==> src/rtl/bsg_credit_pool_arbiter.sv <==
// Round-robin arbiter sharing one credit pool among els_p requesters.
// A bootstrap phase tops up the pool after reset before grants are allowed.
module bsg_credit_pool_arbiter #(
    parameter int unsigned els_p          = 4,
    parameter int unsigned max_credits_p  = 16,
    parameter int unsigned init_credits_p = 8,
    parameter int unsigned boot_credits_p = 4,
    parameter int unsigned max_return_p   = 2,
    localparam int unsigned count_width_lp = $clog2(max_credits_p + 1),
    localparam int unsigned ret_width_lp   = $clog2(max_return_p + 1)
) (
    input  logic                      clk_i,
    input  logic                      reset_n_i,
    input  logic [els_p-1:0]          v_i,
    output logic [els_p-1:0]          yumi_o,
    input  logic [ret_width_lp-1:0]   credit_return_i,
    output logic [count_width_lp-1:0] credits_o,
    output logic                      boot_done_o,
    output logic                      overflow_o
);

    localparam int unsigned ptr_width_lp  = (els_p > 1) ? $clog2(els_p) : 1;
    localparam int unsigned boot_width_lp = (boot_credits_p > 0) ? $clog2(boot_credits_p + 1) : 1;
    localparam int unsigned sum_width_lp  = count_width_lp + 2;

    typedef enum logic [0:0] {StBoot, StRun} state_e;

    state_e                    state_q, state_d;
    logic [count_width_lp-1:0] credits_q, credits_d;
    logic [ptr_width_lp-1:0]   rr_q, rr_d;
    logic [boot_width_lp-1:0]  boot_cnt_q, boot_cnt_d;
    logic                      overflow_q, overflow_d;

    logic                      in_boot;
    logic                      in_run;
    logic                      grant_v;
    logic [ptr_width_lp-1:0]   grant_idx;
    logic [els_p-1:0]          hi_mask;
    logic [els_p-1:0]          cand;
    logic [sum_width_lp-1:0]   sum;

    // State register
    always_ff @(posedge clk_i or negedge reset_n_i) begin
        if (!reset_n_i) begin
            state_q    <= (boot_credits_p > 0) ? StBoot : StRun;
            credits_q  <= count_width_lp'(init_credits_p);
            rr_q       <= '0;
            boot_cnt_q <= '0;
            overflow_q <= 1'b0;
        end else begin
            state_q    <= state_d;
            credits_q  <= credits_d;
            rr_q       <= rr_d;
            boot_cnt_q <= boot_cnt_d;
            overflow_q <= overflow_d;
        end
    end

    // Next-state logic
    always_comb begin
        state_d = state_q;
        case (state_q)
            StBoot: begin
                if (boot_cnt_q == boot_width_lp'(boot_credits_p - 1)) begin
                    state_d = StRun;
                end
            end
            StRun:   state_d = StRun;
            default: state_d = state_q;
        endcase
    end

    // State-decoded outputs
    always_comb begin
        in_boot     = (state_q == StBoot);
        in_run      = (state_q == StRun);
        boot_done_o = in_run;
    end

    assign boot_cnt_d = in_boot ? boot_cnt_q + boot_width_lp'(1) : boot_cnt_q;

    // Prefer requesters at or above the pointer; fall back to the lowest index to wrap.
    always_comb begin
        hi_mask = '0;
        for (int j = 0; j < els_p; j++) begin
            hi_mask[j] = (ptr_width_lp'(j) >= rr_q);
        end
        cand = ((v_i & hi_mask) != '0) ? (v_i & hi_mask) : v_i;

        grant_v   = 1'b0;
        grant_idx = '0;
        yumi_o    = '0;
        if (reset_n_i && in_run && (credits_q != '0)) begin
            for (int j = els_p - 1; j >= 0; j--) begin
                if (cand[j]) begin
                    grant_v   = 1'b1;
                    grant_idx = ptr_width_lp'(j);
                    yumi_o    = '0;
                    yumi_o[j] = 1'b1;
                end
            end
        end
    end

    always_comb begin
        rr_d = rr_q;
        if (grant_v) begin
            rr_d = (grant_idx == ptr_width_lp'(els_p - 1)) ? '0 : grant_idx + ptr_width_lp'(1);
        end
    end

    // Widened sum so a full pool plus a maximal return cannot wrap before saturation.
    always_comb begin
        sum = sum_width_lp'(credits_q) + sum_width_lp'(credit_return_i)
            + sum_width_lp'(in_boot) - sum_width_lp'(grant_v);
        overflow_d = overflow_q;
        if (sum > sum_width_lp'(max_credits_p)) begin
            credits_d  = count_width_lp'(max_credits_p);
            overflow_d = 1'b1;
        end else begin
            credits_d  = sum[count_width_lp-1:0];
        end
    end

    assign credits_o  = credits_q;
    assign overflow_o = overflow_q;

`ifndef SYNTHESIS
    a_return_range: assert property (@(posedge clk_i) disable iff (!reset_n_i)
        credit_return_i <= ret_width_lp'(max_return_p));
    a_yumi_onehot: assert property (@(posedge clk_i) disable iff (!reset_n_i)
        $onehot0(yumi_o));
`endif

endmodule
==> config.mk <==
export PLATFORM = sky130hd
export DESIGN_NAME = bsg_credit_pool_arbiter
export DESIGN_NICKNAME = d
export VERILOG_FILES = /design/src/rtl/bsg_credit_pool_arbiter.sv
export SDC_FILE = /design/constraint.sdc
export NUM_CORES = 1
export LEC_CHECK = 0
export ABC_AREA = 1
export CAP_MARGIN = 20
export CORE_ASPECT_RATIO = 1.1
export CORE_MARGIN = 1.5
export CORE_UTILIZATION = 40
export DETAILED_ROUTE_END_ITERATION = 10
export HOLD_SLACK_MARGIN = 0.03
export PLACE_DENSITY = 0.63
export SYNTH_ARGS = -nofsm -noshare
export SYNTH_HDL_FRONTEND = slang
export SYNTH_SLANG_ARGS = --single-unit
==> constraint.sdc <==
create_clock -name clk_i -period 3.4 [get_ports clk_i]
set_clock_uncertainty 0.2 [all_clocks]
set_input_delay 0.34 -clock clk_i [delete_from_list [all_inputs] [get_ports clk_i]]
set_output_delay 0.34 -clock clk_i [all_outputs]
set_load 0.005 [all_outputs]
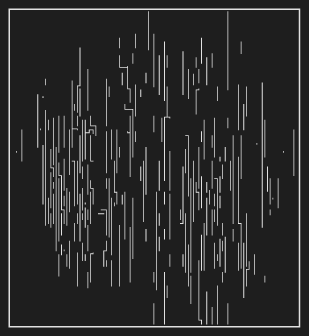
*Met2 routing*
longest straight run = 25.2 um
wire length on this layer = 1070 um
share of all routed wire = 53%
main direction = vertical

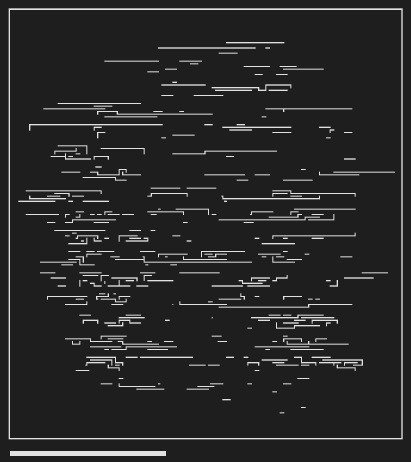
*M1 wires*
Bar = 20 um.
nets with wire on the layer = 163
longest straight run = 17.0 um
wire length on this layer = 821 um
main direction = horizontal
share of all routed wire = 41%

==> run summary <==
The flow run is done. In this run the VDD rail shows a maximum IR drop of 0.439 mV. Ranked by total area, the top cell class in this layout is combinational gates. The finished layout reports a core utilization of 0.585. Combinational gate area landed at 619 sq um. The chip area line in the Yosys stat output reads slightly below 1000 sq um. Of the total standard cell area in the layout, the multi-input combinational portion is 0.461.

Number of register bits inferred by synthesis landed at 12. For reference, the critical path is launched at v_i[3]. Endpoint required time on the critical path landed at 3410 ps. Number of nets at floorplan landed at between 150 and 200. Compared with the post-synthesis result, the final layout area differs by 36.5%. Clock slew at the register clock pins of the worst setup and hold paths landed at 70 ps.

The horizontal die dimension reported for this design is 50.3 um. The flow ran to the end, and the final reports show no timing, DRC or antenna violations. The power report attributes to the sequential group a share of 0.225. Power drawn by the combinational cells landed at 0.604 mW. TritonCTS built the clock tree. Once the clock tree was built, the resizer swapped 0 gates to a different size. Via count landed at 929.

Counting plain and timing-repair buffers in the layout gives 27. The area taken by sequential standard cells is reported as 302 sq um. Nets still carrying antenna violations after routing amount to 0. First-pass GRT wire length landed at 3560 um. Largest fanout of any net on the critical path landed at 4. Routability-driven placement finished with a final weighted congestion of 0.789. In the final routed layout, each cell accounts on average for 10.5 um. Ratio of final minimum period to clock period landed at 0.959. Recorded from the global router log, the overflow total was 0.

The detailed placer reported the number of placed instances as 185. In this run the core area contains 18 standard-cell rows. Non-filler instance count after layout landed at approximately 190. Summed over all sequential cells, the power is 0.208 mW.

Port buffering added 18 buffers. Among the non-sequential cells, simple AND/OR/NAND/NOR gates take the most area. The critical path is of the input pin to flop type. Detailed-router iteration count before antenna repair landed at 4.

Post-route standard cell area excluding fillers landed at 1340 sq um. Fraction of layout cells with a size suffix above 1 landed at 0.248. Detailed router's first-iteration violation count landed at 15.

Share of synthesized area occupied by flip-flops and latches landed at 0.306. Max-slew violation count landed at 0. The worst setup path is captured at a flop.

Initial core utilization landed at 0.429. Dividing the detail-routed via count by the number of cells gives 4.86. The path class of the tightest hold or removal check is input pin to asynchronous set/reset pin. Number of antenna repair diodes landed at 0. Share of total power consumed by net switching landed at 0.455. The layout report gives the register share of total cell area as 0.224.

Switching power landed at 0.420 mW. The worst setup path is launched from an input pin. Part of the total power dissipated in combinational logic landed at 0.655. Setup fix buffers added after clock tree synthesis landed at 0. Number of buffers on the longest clock path landed at 2.

Of the total power, the clock network draws 0.119. Area of the placeable core landed at about 2300 sq um. The cell sequence reported for the critical path is clkdlybuf4s50_1 > inv_2 > o21ai_2 > inv_2 > nor2_4 > nand3_2 > nand2_2 > inv_1 > ha_1 > fa_2 > fa_2 > nand2_1 > nor2_1 > nand3_1 > nand2_2 > nand3_4 > nor2_4. The synthesized design spends more area on one cell type than any other, namely sky130_fd_sc_hd__dfrtp_1. Number of well taps landed at 30. Yosys reports the multiplexer fraction of the synthesized area as 0.0114. On the critical path, the stage with the largest delay is an instance of sky130_fd_sc_hd__fa_2. Counting the buffers created by CTS gives 3.

Per the CTS log, the root buffer master is sky130_fd_sc_hd__clkbuf_4. CTS sink count landed at 12. Register-to-register setup slack landed at 160 ps. Number of distinct library cells after synthesis landed at 24. Per the post-place timing report, worst setup slack is -57.3 ps.

In the final timing run, aggregate negative setup slack is 0 ps. Worst hold margin landed at 202 ps. The number of maximum-capacitance violations recorded for the run is 0.

Number of levels the H-tree was split into landed at 1. The cell-mix breakdown from Yosys lists the compound-gate area share as 0.0318. Number of DRC violations after detailed routing landed at 0. Number of sequential cells in the layout landed at 12. Stage-log warning count landed at 29. Counting I/O delays and the setup requirement, the final critical path takes 3260 ps. Final layout net count landed at 183. The fraction of final cell area spent on clock buffers and inverters in this run is 0.0270.

In the layout the commonest cells are sky130_fd_sc_hd__nand2_1 (28), sky130_fd_sc_hd__inv_1 (22), sky130_fd_sc_hd__clkdlybuf4s50_1 (18). The number of hold buffers added after CTS was 0. Number of non-clock inverters in the layout landed at 27. Power drawn by the clock network landed at 0.110 mW.

The final design was reported to hold multi-input combinational gates totalling between 90 and 100. Power per cell area landed at 686 nW/um^2. Entering global routing, the biggest net connects 13 pins. The power report lists cell-internal power as between 0.5 and 0.6 mW. Among logic cells in the layout, the one with the most instances is sky130_fd_sc_hd__nand2_1.

The largest part of the power goes to combinational cells. The main area contributors are sky130_fd_sc_hd__dfrtp_1 (28%), sky130_fd_sc_hd__ha_1 (14%), sky130_fd_sc_hd__nand2_1 (11%), sky130_fd_sc_hd__inv_1 (8.8%), sky130_fd_sc_hd__nand3_1 (5.6%). Per the detailed placement report, the placed cell area equals around 1300 sq um. Transition at the pin with the smallest max-transition slack landed at 196 ps.

Signal arrival time at the worst endpoint landed at 3270 ps. Worst setup margin landed at 139 ps. Number of ports placed on the die boundary landed at 19. Die span in y landed at 55.0 um. The number of antenna violations at the first check in global routing was 0. Measured on the final layout, buffering overhead outside the clock network stands at 0.184. Before any placement, the netlist area is recorded as ~1000 sq um. Clock latency reported for the late side of the worst-skew pair landed at 270 ps.

For this block, the routed nets add up to 2000 um of wire. The timing report gives the biggest stage delay along the critical path as 580 ps. Endpoints failing hold in the final report were tallied at 0. Top achievable clock speed landed at 307 MHz. Worst max-slew margin expressed relative to the limit landed at 0.868.

Count of clock-net buffers in the final layout landed at 4. Share of the synthesized netlist area taken by xor and xnor gates landed at 0.00889. The capture point of the worst register-to-register path is recorded as credits_o[3]$_DFF_PN1_.
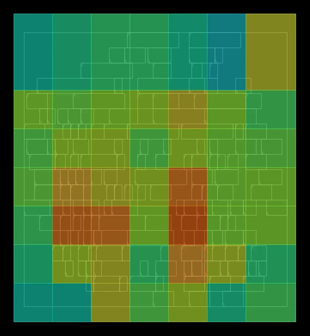
*Track usage over the die*
met2 Use GR: 0.331
Total GRT Usage: 0.168

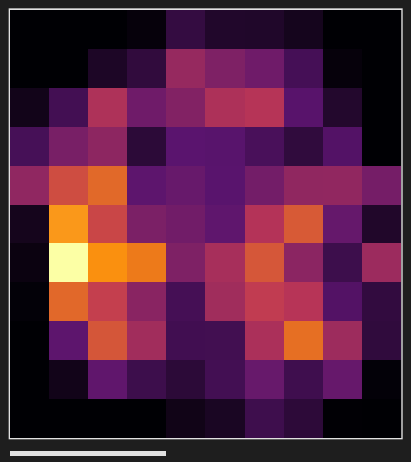
*Signal metal coverage by tile*
Bar = 20 um. The die is cut into 10 by 11 equal tiles; black is low, pale yellow is high, scaled to the fullest tile. Values are wire area over tile area, all layers added.
emptiest ninth of the die = north-east
nearly empty tiles = 20%
tiles over half the peak = 13%
fullest tile = 0.45
densest ninth of the die = west
mean over tiles = 0.11

registers in the layout, indices dropped and copies added, names as in the netlist:
register	flops
overflow_o	1
boot_done_o	1
rr_q	2
boot_cnt_q	3
credits_o	5
cells in the mapped netlist (all sizes together):
master,n
ha,11
and2,1
mux2,1
nand2,34
nand4,5
dfrtp,11
o211ai,1
or2,2
inv,27
xnor2,1
dfstp,1
o21ai,3
fa,2
a21oi,1
nand3,14
nor3,3
nor2,12
worst max-delay path, delay by kind of cell:
family | cells | cell delay [ps]
AOI/OAI and AO/OA | 1 | 170
buffers and inverters | 4 | 660
adders and majority gates | 3 | 1290
and+or+nand+nor | 9 | 820
routing by layer:
metal	up-vias	routed length [um]	track usage
li1	470	-	-
met4	0	17	0.0405
met2	20	1070	0.331
met1	437	821	0.186
met3	2	90	0.0349
met5	-	0	0
Power and IR drop assume default switching activity.
